Placement by cell class:
Scale: 4 px per µm. Fill, decap, tap and diode cells in grey.
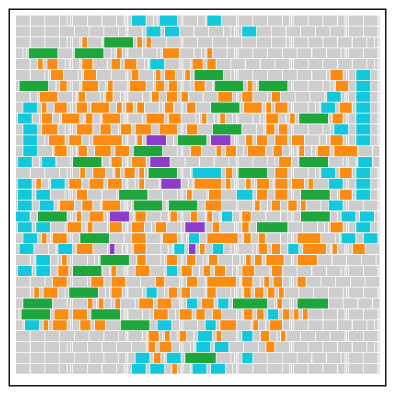
Close-up of the layout:
Window x 34 to 59, y 34 to 59 µm. Cells in grey, sequential cells in the stronger grey; small squares are vias.
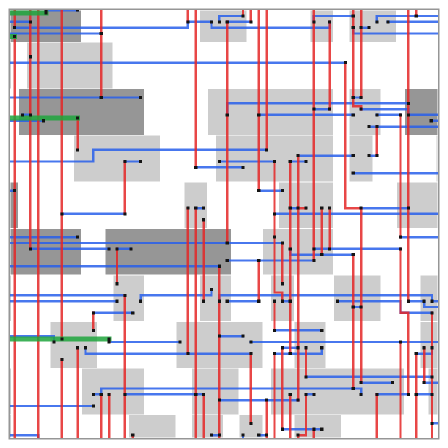
Local utilization:
Scale: 3 px per µm. The die is cut into 9 by 9 equal tiles; black is low, pale yellow is high, 0 to 100% covered.
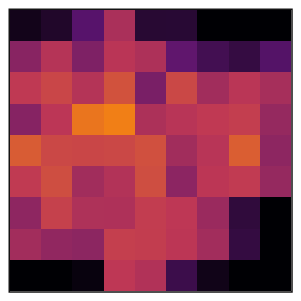
Clock distribution:
Scale: 6 px per µm.
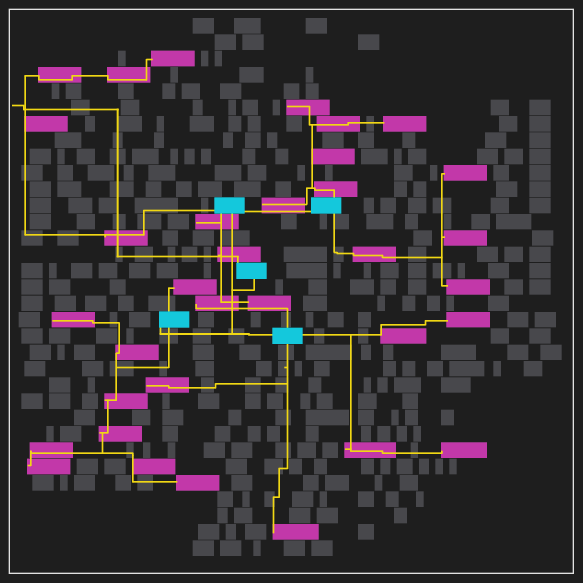
**src/rtl/cmos_persist_pkg.sv**
```systemverilog
// cmos_persist_pkg: sizes, FSM state type and address helper shared by the
// CMOS RAM save/restore engine.
package cmos_persist_pkg;

  // Geometry of the battery-backed CMOS RAM (1024 x 4) and its byte view.
  localparam int CMOS_NIBBLES = 1024;
  localparam int CMOS_BYTES   = 512;
  localparam int IDX_W        = 9;
  localparam int ADDR_W       = $clog2(CMOS_NIBBLES);

  // Last byte index of a transfer; the loop leaves here instead of wrapping.
  localparam logic [IDX_W-1:0] IDX_LAST = IDX_W'(CMOS_BYTES - 1);

  // Transfer sequencer states.
  typedef enum logic [3:0] {
    IDLE  = 4'd0,
    RD_LO = 4'd1,
    RD_HI = 4'd2,
    CAP   = 4'd3,
    SEND  = 4'd4,
    SUM   = 4'd5,
    RECV  = 4'd6,
    WR_LO = 4'd7,
    WR_HI = 4'd8,
    LSUM  = 4'd9,
    DONE  = 4'd10
  } state_t;

  // Nibble address of one half of a byte: even address holds bits [3:0].
  function automatic logic [ADDR_W-1:0] nib_addr(input logic [IDX_W-1:0] idx,
                                                 input logic             hi);
    nib_addr = {idx, hi};
  endfunction

endpackage

```
**src/rtl/cmos_persist.sv**
```systemverilog
// cmos_persist: save/restore engine for the 1024x4 CMOS RAM. Passes CPU
// accesses through while idle; on command dumps the RAM to, or loads it from,
// a host byte stream (two nibbles per byte) followed by an 8-bit checksum.
module cmos_persist
  import cmos_persist_pkg::*;
(
  input  logic              clk,
  input  logic              reset,
  input  logic              cmd_dump,
  input  logic              cmd_load,
  output logic              busy,
  output logic              done,
  output logic              sum_error,
  input  logic              cpu_cs,
  input  logic              cpu_we,
  input  logic [ADDR_W-1:0] cpu_addr,
  input  logic [3:0]        cpu_data_in,
  output logic              ram_cs,
  output logic              ram_we,
  output logic [ADDR_W-1:0] ram_addr,
  output logic [3:0]        ram_data_in,
  input  logic [3:0]        ram_data_out,
  output logic [7:0]        tx_data,
  output logic              tx_valid,
  input  logic              tx_ready,
  input  logic [7:0]        rx_data,
  input  logic              rx_valid,
  output logic              rx_ready
);

  state_t           state_q, state_d;
  logic [IDX_W-1:0] idx_q, idx_d;
  logic [7:0]       sum_q, sum_d;
  logic [3:0]       lo_q, lo_d;        // low nibble captured during a dump
  logic [7:0]       byte_q, byte_d;    // byte being sent or written
  logic             sum_error_q, sum_error_d;

  logic             last_s;
  logic             tx_hs_s;
  logic             rx_hs_s;

  assign last_s  = (idx_q == IDX_LAST);
  assign tx_hs_s = tx_valid && tx_ready;
  assign rx_hs_s = rx_valid && rx_ready;

  // Next-state logic for the sequencer, index, checksum and byte registers.
  always_comb begin
    state_d     = state_q;
    idx_d       = idx_q;
    sum_d       = sum_q;
    lo_d        = lo_q;
    byte_d      = byte_q;
    sum_error_d = sum_error_q;

    case (state_q)
      IDLE: begin
        if (cmd_dump) begin
          state_d     = RD_LO;
          idx_d       = '0;
          sum_d       = 8'h00;
          sum_error_d = 1'b0;
        end else if (cmd_load) begin
          state_d     = RECV;
          idx_d       = '0;
          sum_d       = 8'h00;
          sum_error_d = 1'b0;
        end else begin
          state_d = IDLE;
        end
      end

      RD_LO: begin
        state_d = RD_HI;
      end

      // Read data from the RD_LO access is valid during this cycle.
      RD_HI: begin
        lo_d    = ram_data_out;
        state_d = CAP;
      end

      // Read data from the RD_HI access completes the byte.
      CAP: begin
        byte_d  = {ram_data_out, lo_q};
        state_d = SEND;
      end

      SEND: begin
        if (tx_hs_s) begin
          sum_d = sum_q + byte_q;
          if (last_s) begin
            state_d = SUM;
          end else begin
            idx_d   = idx_q + 9'd1;
            state_d = RD_LO;
          end
        end else begin
          state_d = SEND;
        end
      end

      SUM: begin
        if (tx_hs_s) begin
          state_d = DONE;
        end else begin
          state_d = SUM;
        end
      end

      RECV: begin
        if (rx_hs_s) begin
          byte_d  = rx_data;
          state_d = WR_LO;
        end else begin
          state_d = RECV;
        end
      end

      WR_LO: begin
        state_d = WR_HI;
      end

      WR_HI: begin
        sum_d = sum_q + byte_q;
        if (last_s) begin
          state_d = LSUM;
        end else begin
          idx_d   = idx_q + 9'd1;
          state_d = RECV;
        end
      end

      // Written data stays in RAM even on mismatch; software reinitialises.
      LSUM: begin
        if (rx_hs_s) begin
          sum_error_d = (rx_data != sum_q);
          state_d     = DONE;
        end else begin
          state_d = LSUM;
        end
      end

      DONE: begin
        state_d = IDLE;
      end

      default: begin
        state_d = IDLE;
      end
    endcase
  end

  // State and datapath registers with synchronous reset.
  always_ff @(posedge clk) begin
    if (reset) begin
      state_q     <= IDLE;
      idx_q       <= '0;
      sum_q       <= 8'h00;
      lo_q        <= 4'h0;
      byte_q      <= 8'h00;
      sum_error_q <= 1'b0;
    end else begin
      state_q     <= state_d;
      idx_q       <= idx_d;
      sum_q       <= sum_d;
      lo_q        <= lo_d;
      byte_q      <= byte_d;
      sum_error_q <= sum_error_d;
    end
  end

  // RAM port mux: CPU passthrough in IDLE, engine-owned otherwise.
  always_comb begin
    ram_cs      = 1'b0;
    ram_we      = 1'b0;
    ram_addr    = '0;
    ram_data_in = 4'h0;

    case (state_q)
      IDLE: begin
        ram_cs      = cpu_cs;
        ram_we      = cpu_we;
        ram_addr    = cpu_addr;
        ram_data_in = cpu_data_in;
      end
      RD_LO: begin
        ram_cs   = 1'b1;
        ram_addr = nib_addr(idx_q, 1'b0);
      end
      RD_HI: begin
        ram_cs   = 1'b1;
        ram_addr = nib_addr(idx_q, 1'b1);
      end
      WR_LO: begin
        ram_cs      = 1'b1;
        ram_we      = 1'b1;
        ram_addr    = nib_addr(idx_q, 1'b0);
        ram_data_in = byte_q[3:0];
      end
      WR_HI: begin
        ram_cs      = 1'b1;
        ram_we      = 1'b1;
        ram_addr    = nib_addr(idx_q, 1'b1);
        ram_data_in = byte_q[7:4];
      end
      default: begin
        ram_cs = 1'b0;
      end
    endcase
  end

  // Stream and status outputs decoded from registered state; tx_data only
  // changes on a state/register update, so it holds while stalled.
  always_comb begin
    busy      = (state_q != IDLE);
    done      = (state_q == DONE);
    sum_error = sum_error_q;
    tx_valid  = (state_q == SEND) || (state_q == SUM);
    rx_ready  = (state_q == RECV) || (state_q == LSUM);
    if (state_q == SUM) begin
      tx_data = sum_q;
    end else begin
      tx_data = byte_q;
    end
  end

endmodule

```
**config.mk**
```make
export PLATFORM = sky130hd
export DESIGN_NAME = cmos_persist
export DESIGN_NICKNAME = d
export VERILOG_FILES = /design/src/rtl/cmos_persist_pkg.sv /design/src/rtl/cmos_persist.sv
export SDC_FILE = /design/constraint.sdc
export NUM_CORES = 1
export LEC_CHECK = 0
export CAP_MARGIN = 20
export CELL_PAD_IN_SITES_DETAIL_PLACEMENT = 1
export CELL_PAD_IN_SITES_GLOBAL_PLACEMENT = 2
export CORE_MARGIN = 1
export CORE_UTILIZATION = 29
export DETAILED_ROUTE_END_ITERATION = 16
export GPL_ROUTABILITY_DRIVEN = 0
export PLACE_DENSITY = 0.82
export SETUP_SLACK_MARGIN = 0.1
export SYNTH_ARGS = -nofsm -noshare
export SYNTH_HDL_FRONTEND = slang
export SYNTH_SLANG_ARGS = --single-unit
```
**constraint.sdc**
```tcl
create_clock -name clk -period 2.95 [get_ports clk]
set_input_delay 0.59 -clock clk [delete_from_list [all_inputs] [get_ports clk]]
set_output_delay 0.59 -clock clk [all_outputs]
set_load 0.01 [all_outputs]
```
==> flow_results.xml <==
<?xml version="1.0" encoding="UTF-8"?>
<metrics>
  <group name="status">
    <metric name="status" unit="">finished clean</metric>
  </group>
  <group name="timing">
    <metric name="timing.final.hold_violations" unit="">0</metric>
    <metric name="rsz0062_at_grt" unit="">true</metric>
    <metric name="clock-skew-final" unit="ps">8.81</metric>
  </group>
  <group name="final_layout">
    <metric name="layout.cells.most_common_list" unit="">clkdlybuf4s50_1, nor2_1, dfxtp_1, mux2i_1, buf_4</metric>
    <metric name="mostFrequentLayoutCell" unit="">clkdlybuf4s50_1</metric>
    <metric name="layout.cells.non_filler" unit="">457</metric>
    <metric name="finish.utilization" unit="%">41.3</metric>
  </group>
  <group name="placed_design">
    <metric name="post_dp_hpwl" unit="mm">5.97</metric>
  </group>
  <group name="worst_setup_path">
    <metric name="ff2ff_path_depth" unit="">9</metric>
    <metric name="rrSetupSlack" unit="ps">460</metric>
    <metric name="path_delay_family" unit="">buffers and inverters</metric>
    <metric name="crit_path_launch" unit="">state_q[1]$_SDFF_PP0_</metric>
  </group>
  <group name="grt">
    <metric name="grt_max_degree" unit="">19</metric>
    <metric name="global_route.usage.met1" unit="%">23.0</metric>
    <metric name="grt_util_met2" unit="%">31.9</metric>
  </group>
  <group name="yosys">
    <metric name="yosys.cell_count.top_type" unit="">nor2_1</metric>
    <metric name="post_synth_and_or_nand_nor_area_fraction" unit="%">21.9</metric>
    <metric name="post-synth-top-area-fraction" unit="%">27.9</metric>
    <metric name="synth.distinct_cells" unit="">57</metric>
  </group>
  <group name="clocking">
    <metric name="tritoncts_num_sinks" unit="">34</metric>
  </group>
</metrics>
Back to the opening pictures, 'placement by cell class':
colour	class	cells	share of their area
orange	combinational and other logic	233	53%
green	sequential cells	34	21%
purple	clock drivers and dummy loads	8	2.8%
cyan	remaining buffers and delay cells	77	23%

Back to the opening pictures, 'close-up of the layout':
colour	layer
blue	metal 1
red	metal 2
green	metal 3
netlist names of flops here include	byte_q (2)
sequential cells in the window	4
cells with their middle in the window	32
most frequent	dfxtp_1 (4), buf_4 (4)

Back to the opening pictures, 'local utilization':
fullest tile	71%
emptiest ninth of the die	lower right
nearly empty tiles	11%

Back to the opening pictures, 'clock distribution':
[magenta] flip-flops | count: 34
[cyan] clock drivers | count: 5
[yellow] clock wires | length: 585 µm
routed clock nets	6
flops lie	widely spread

[flip-flops by register name, indices dropped and copies added, names as in the netlist]
register	flops
lo_q	4
sum_error	1
sum_q	8
state_q	4
byte_q	8
idx_q	9
[layout make-up]
cell class              count  area (µm²)  share of cell area [%]
flip-flops and latches     34         688                    20.4
inverters                   7        26.3                   0.777
clock inverters             1        5.00                   0.148
clock buffers               7        86.3                    2.55
multi-input cells         226        1690                    50.0
well taps                 105         131                    3.89
repair buffers             77         752                    22.3
[power by group through the flow]
stage | Combinational, mW | Clock, mW | Sequential (mW)
after CTS | 1.34 | 0.386 | 0.619
after floorplan | 0.814 | 0 | 0.561
after global placement | 1.30 | 0 | 0.627
final | 1.37 | 0.373 | 0.623
after detailed placement | 1.32 | 0 | 0.627
after global routing | 1.49 | 0.407 | 0.634
[worst min path at each step]
stage                              start  cells past startpoint                   end  slack (ps)
finish              lo_q[2]$_SDFFE_PP0P_                      2  lo_q[2]$_SDFFE_PP0P_         500
global route        lo_q[0]$_SDFFE_PP0P_                      2  lo_q[0]$_SDFFE_PP0P_         540
CTS                 lo_q[2]$_SDFFE_PP0P_                      2  lo_q[2]$_SDFFE_PP0P_         510
detailed placement  lo_q[2]$_SDFFE_PP0P_                      2  lo_q[2]$_SDFFE_PP0P_         490
global placement    lo_q[2]$_SDFFE_PP0P_                      2  lo_q[2]$_SDFFE_PP0P_         480
floorplan           lo_q[0]$_SDFFE_PP0P_                      2  lo_q[0]$_SDFFE_PP0P_         460
[per-layer routing]
layer / vias to the layer above / share of wire (%)
met5: - / 0
met4: 0 / 1.2
met3: 10 / 5.0
met2: 72 / 47
met1: 1176 / 47
li1: 1180 / -
[worst min-delay path, cell delays in order (launching register included)]
cell     delay [ps]
dfxtp_1         330
mux2i_1          60
nor2_1           70
